util_map.png
Scale: 1 px per µm. The die is cut into 30 by 30 equal tiles; dark purple is low, yellow is high, 0 to 100% covered.
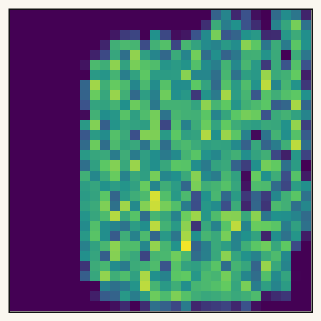
clock_nets.png
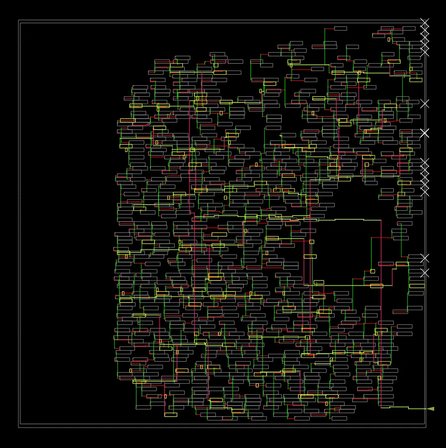
port_trees.png
Scale: 1 px per µm.
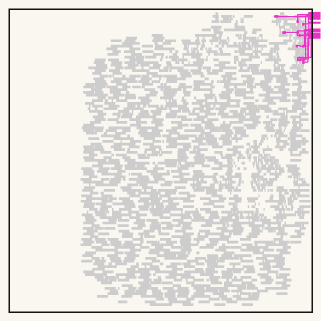
gates.png
Scale: 1.5 px per µm.
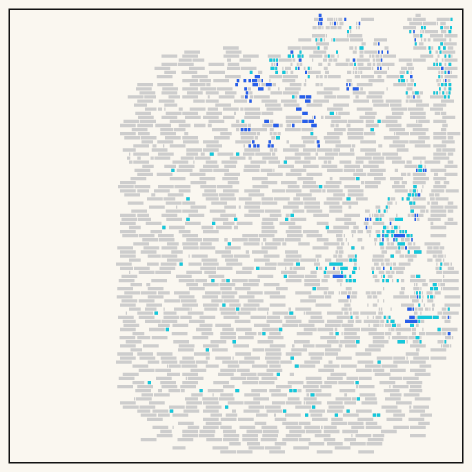
ff_map.png
Scale: 1 px per µm. Other sequential cells in the stronger grey, the rest of the logic in the fainter grey.
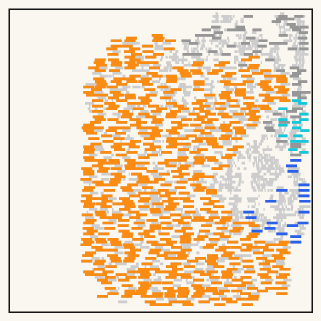
===== config.mk =====
export PLATFORM = sky130hd
export DESIGN_NAME = conv_pool_writer
export DESIGN_NICKNAME = d
export VERILOG_FILES = /design/src/rtl/conv_pool_writer.sv
export SDC_FILE = /design/constraint.sdc
export NUM_CORES = 1
export LEC_CHECK = 0
export CORE_UTILIZATION = 35
export CTS_CLUSTER_DIAMETER = 100
export DETAILED_ROUTE_END_ITERATION = 10
export DONT_BUFFER_PORTS = 1
export PLACE_DENSITY_LB_ADDON = 0.25
export REMOVE_ABC_BUFFERS = 1
export SETUP_SLACK_MARGIN = 0.4
export SYNTH_ARGS = -nofsm -noshare
export SYNTH_HDL_FRONTEND = slang
export SYNTH_SLANG_ARGS = --single-unit

===== constraint.sdc =====
create_clock -name clk -period 20.2 [get_ports clk]
set_input_delay 4.04 -clock clk [delete_from_list [all_inputs] [get_ports clk]]
set_output_delay 4.04 -clock clk [all_outputs]
set_load 0.02 [all_outputs]

===== src/rtl/conv_pool_writer.sv =====
// Convolution output stage: streaming 2x2/stride-2 max-pool, shift + ReLU/saturate
// activation, and two-results-per-word packing into the output SRAM.
module conv_pool_writer #(
    parameter int ACC_W = 20,
    parameter int OUT_W = 8,
    parameter int ADDRW = 12,
    parameter int DATAW = 16,
    parameter int MAX_M = 64
) (
    input  logic             clk,
    input  logic             reset_b,
    input  logic             frame_start,
    input  logic [7:0]       frame_m,
    input  logic [ADDRW-1:0] frame_base_addr,
    input  logic             act_mode,
    input  logic [2:0]       act_shift,
    input  logic             conv_valid,
    output logic             conv_ready,
    input  logic [ACC_W-1:0] conv_data,
    output logic             output_sram_write_enable,
    output logic [ADDRW-1:0] output_sram_write_addresss,
    output logic [DATAW-1:0] output_sram_write_data,
    output logic             frame_done,
    output logic             frame_error
);

    localparam int LB_DEPTH = MAX_M / 2;
    localparam int LB_AW    = $clog2(LB_DEPTH);
    localparam logic [7:0] MAX_M8 = 8'(MAX_M);
    localparam logic signed [ACC_W-1:0] SAT_HI = ACC_W'(2 ** (OUT_W - 1) - 1);
    localparam logic signed [ACC_W-1:0] SAT_LO = ACC_W'(-(2 ** (OUT_W - 1)));

    typedef enum logic [1:0] {IDLE, RUN, FLUSH, DONE} state_t;

    state_t state, state_nxt;

    logic [7:0]       m_last;
    logic [7:0]       row;
    logic [7:0]       col;
    logic             mode_q;
    logic [2:0]       shift_q;
    logic [ADDRW-1:0] addr_q;
    logic             slot_full;
    logic [OUT_W-1:0] held_q;

    logic signed [ACC_W-1:0] h_q;
    logic signed [ACC_W-1:0] line_buf [LB_DEPTH];

    logic                    cfg_ok;
    logic                    xfer;
    logic                    last_p0;
    logic                    pool_vld_p0;
    logic [LB_AW-1:0]        lb_idx;
    logic signed [ACC_W-1:0] hm_p0;
    logic signed [ACC_W-1:0] pool_p0;
    logic signed [ACC_W-1:0] scaled_p0;
    logic [OUT_W-1:0]        act_p0;

    function automatic logic signed [ACC_W-1:0] smax(
        input logic signed [ACC_W-1:0] a,
        input logic signed [ACC_W-1:0] b
    );
        return (a > b) ? a : b;
    endfunction

    // Clamp to the OUT_W signed range; ReLU additionally floors at zero.
    function automatic logic [OUT_W-1:0] activate(
        input logic signed [ACC_W-1:0] s,
        input logic                    relu
    );
        logic [OUT_W-1:0] r;
        if (s > SAT_HI)
            r = SAT_HI[OUT_W-1:0];
        else if (relu && s[ACC_W-1])
            r = '0;
        else if (s < SAT_LO)
            r = SAT_LO[OUT_W-1:0];
        else
            r = s[OUT_W-1:0];
        return r;
    endfunction

    assign cfg_ok     = (frame_m != 8'd0) && !frame_m[0] && (frame_m <= MAX_M8);
    assign conv_ready = (state == RUN);
    assign xfer       = conv_valid && conv_ready;
    assign lb_idx     = col[LB_AW:1];

    // Stage p0: pooling and activation on the accepted sample
    assign hm_p0       = smax(h_q, conv_data);
    assign pool_p0     = smax(hm_p0, line_buf[lb_idx]);
    assign pool_vld_p0 = xfer && col[0] && row[0];
    assign last_p0     = xfer && (col == m_last) && (row == m_last);
    assign scaled_p0   = pool_p0 >>> shift_q;
    assign act_p0      = activate(scaled_p0, !mode_q);

    always_comb begin
        state_nxt = state;
        case (state)
            IDLE:    if (frame_start && cfg_ok) state_nxt = RUN;
            RUN:     if (last_p0) state_nxt = slot_full ? DONE : FLUSH;
            FLUSH:   state_nxt = DONE;
            DONE:    state_nxt = IDLE;
            default: state_nxt = IDLE;
        endcase
    end

    // Stage p1: registered SRAM write port and control
    always_ff @(posedge clk or negedge reset_b) begin
        if (!reset_b) begin
            state                      <= IDLE;
            m_last                     <= '0;
            row                        <= '0;
            col                        <= '0;
            mode_q                     <= 1'b0;
            shift_q                    <= '0;
            addr_q                     <= '0;
            slot_full                  <= 1'b0;
            output_sram_write_enable   <= 1'b0;
            output_sram_write_addresss <= '0;
            output_sram_write_data     <= '0;
            frame_done                 <= 1'b0;
            frame_error                <= 1'b0;
        end else begin
            state                    <= state_nxt;
            output_sram_write_enable <= 1'b0;
            frame_done               <= (state == DONE);
            frame_error              <= (state == IDLE) && frame_start && !cfg_ok;
            case (state)
                IDLE: begin
                    if (frame_start && cfg_ok) begin
                        m_last    <= frame_m - 8'd1;
                        mode_q    <= act_mode;
                        shift_q   <= act_shift;
                        addr_q    <= frame_base_addr;
                        row       <= '0;
                        col       <= '0;
                        slot_full <= 1'b0;
                    end
                end
                RUN: begin
                    if (xfer) begin
                        if (col == m_last) begin
                            col <= '0;
                            row <= row + 8'd1;
                        end else begin
                            col <= col + 8'd1;
                        end
                        if (pool_vld_p0) begin
                            slot_full <= !slot_full;
                            if (slot_full) begin
                                output_sram_write_enable   <= 1'b1;
                                output_sram_write_addresss <= addr_q;
                                output_sram_write_data     <= {act_p0, held_q};
                                addr_q                     <= addr_q + 1'b1;
                            end
                        end
                    end
                end
                FLUSH: begin
                    output_sram_write_enable   <= 1'b1;
                    output_sram_write_addresss <= addr_q;
                    output_sram_write_data     <= {{OUT_W{1'b0}}, held_q};
                    addr_q                     <= addr_q + 1'b1;
                    slot_full                  <= 1'b0;
                end
                default: ;
            endcase
        end
    end

    // Datapath storage carries no reset; slot_full and the counters qualify it
    always_ff @(posedge clk) begin
        if (xfer && !col[0])
            h_q <= conv_data;
        if (xfer && col[0] && !row[0])
            line_buf[lb_idx] <= hm_p0;
        if (pool_vld_p0 && !slot_full)
            held_q <= act_p0;
    end

endmodule


==> flow_summary.toml <==
# physical design summary
[critical_path]
r2r_end = "held_q[5]$_DFFE_PP_"
crit_fanout = 33
crit_start = "conv_data[19]"
required_ps = 20570
r2r_setup_slack_ps = 10790
path_class = "input port to flop"
r2r_start = "col[1]$_DFFE_PN0P_"
critPathLaunchType = "input port"
endpoint = "held_q[5]$_DFFE_PP_"
worst_setup_path_end_kind = "flop"
worstPathArrival_ps = 11740

[synthesis]
synth-xor-area-share_pct = 0.810
yosys.area_share.adder_pct = 1.99
ys_ff = 742
top_cell = "edfxtp_1"
ff_type = "edfxtp_1"
synthDistinctLibCells = 82
synth_area_per_cell_um2 = 18.1
yosys.area_share.aoi_pct = 6.24
async_reset_ff_share_pct = 9.97
edf_count = 668
topCombFamilyByArea = "multiplexers"
syn_inst = 1737
yosys_warnings = 0
ys_seq_share_pct = 69.8
ys_cells = 1737
synth_chip_area_um2 = 31400
topCellsByArea = "edfxtp_1 64%, mux4_2 12%, dfrtp_1 5.9%"
yosys-top-cells-count = "668 x edfxtp_1, 168 x mux4_2, 74 x dfrtp_1"
ys_sh_simple_pct = 4.50
ys_sh_mux_pct = 14.6
top_area_cell = "edfxtp_1"
syn-cell-area_um2 = 31400
top_cell_area_share_pct = 63.9

[min_path]
min_to = "output_sram_write_data[7]$_DFFE_PN0P_"
min_path_type = "flop to flop"
whs_path_depth = 1
holdCritStartpoint = "held_q[7]$_DFFE_PP_"

[power]
finalPower_w = 0.00452
combPwrFrac_pct = 25.5
switching_share_pct = 30.6
maxPowerGroup = "registers"
pg_seq_w = 0.00197
ir_drop_mv = 0.0576
powerDensity_nw_per_um2 = 128
leakage_nw = 11.5
pg_comb_w = 0.00115
p_seq_share_pct = 43.6

[timing]
finalHoldViolCount = 0
relSlewSlack_pct = 20.5
rsz0062_at_grt = "no"
fmax_mhz = 88.0
tightest_slew_ps = 1190
setup_viol = 0
fin_crit_sh_pct = 56.3
clock-skew-final_ps = 22.7
fin_tns_setup_ps = 0
finalMaxSlewViolations = 0
holdWs_ps = 480
worst_slack_ps = 8830

[drt]
num_vias = 16700
drc = 58
top_layer_used = "met4"
met3_length_um = 4230
drt_iter0_drc = 1540
antenna_left = 0
wl_um = 78700
viasPerCell = 5.59
dr.pass1.iters = 8
met1Wirelength_um = 34100
routedWlPerCell_um = 26.3

[clocking]
hold_buffers = 0
htreeDepth = 3
cts_resized = 0
cts_buffers = 77
cts_root_buffer = "clkbuf_16"
insertion_delay_ps = 630
cts_buffer_depth = 3
cts_tree = "yes"

[global_route]
grt-ovfl-total = 0
use_met2_pct = 29.2
grt_antenna_before_repair = 2
grt_max_degree = 114
grt.busiest_layer = "met2"
gr-usage-met3_pct = 2.34
track_usage_pct = 17.4
first_global_vias = 16900
grt_util_met1_pct = 23.8
grt_pass1_wl_um = 116000

[die]
fp_util_pct = 35.4
die_w_um = 301
dieArea_um2 = 90800
design.core.area_um2 = 88600
die-height_um = 301
core.rowCount = 109
num_io_pins = 80

[run_status]
outcome = "complete, but fails checks"
violations = "DRC"

[cells_and_area]
layout.cells.most_common = "edfxtp_1"
final_cell_area_um2 = 35400
top_regs = "line_buf (640), h_q (20), output_sram_write_data (16)"
fillers = 7938
final_cell_mix = "668 x edfxtp_1, 168 x mux4_2, 79 x clkbuf_16"
top_register = "line_buf"
area_delta_synth_final_pct = 12.7
largest_register_ff_count = 640
drive_gt1_share_pct = 22.5
layout.cells.non_filler = 2994
layout.area.seq_um2 = 21900
logic_area_um2 = 9000
fin_nets = 1864

[place]
placed_area_um2 = 32900
place.gp.congestion = 0.882
dp.final_hpwl_um = 47200
pre_cts_ws_ps = 8230
dp_cells = 2852

[job]
drv_cap = 0
warning_count = 33
-- util_map.png (at the start) --
mean over tiles = 37%
nearly empty tiles = 30%
fullest tile = 98%

-- clock_nets.png (at the start) --
CTS sink count: 742
flip-flops: 742
clk_buf instances: 99
Clock group: 0.00140 W

-- port_trees.png (at the start) --
magenta -> frame_base_addr  # bits 12, direction input, edge right, end cells 12, buffers 0, wire 380 µm

-- gates.png (at the start) --
blue -> nor cells  # cells 98
cyan -> aoi and oai cells  # cells 219

-- ff_map.png (at the start) --
cyan -> output_sram_write_data  # sequential cells 16, where middle right
orange -> line_buf  # sequential cells 640
blue -> h_q  # sequential cells 20

-- critical path, cell delays in order --
cell and delay (ps):
inv_1 20, ha_1 370, and4_4 280, nand3_1 90
a211oi_2 420, nor4b_4 140, nor2_4 440, mux2i_1 530
inv_1 610, ha_1 670, nand4_2 180, nor4_4 380
and4_1 280, o21ai_1 110, nand4b_4 150, and2_1 910
mux2i_1 330, mux4_2 530, mux2_2 300, nor2_1 150
a41oi_2 250, a221o_1 360, and2_1 160
-- final cells by class --
type | instances | share of cell area (%)
clock buffer | 99 | 5.92
inverter | 53 | 0.563
antenna | 1 | 0.00708
timing repair buffer | 37 | 0.821
sequential | 742 | 62.0
tap | 1165 | 4.12
multi-input combinational | 855 | 25.5
clock inverter | 42 | 1.10
Power is estimated from default activity; no workload was simulated.
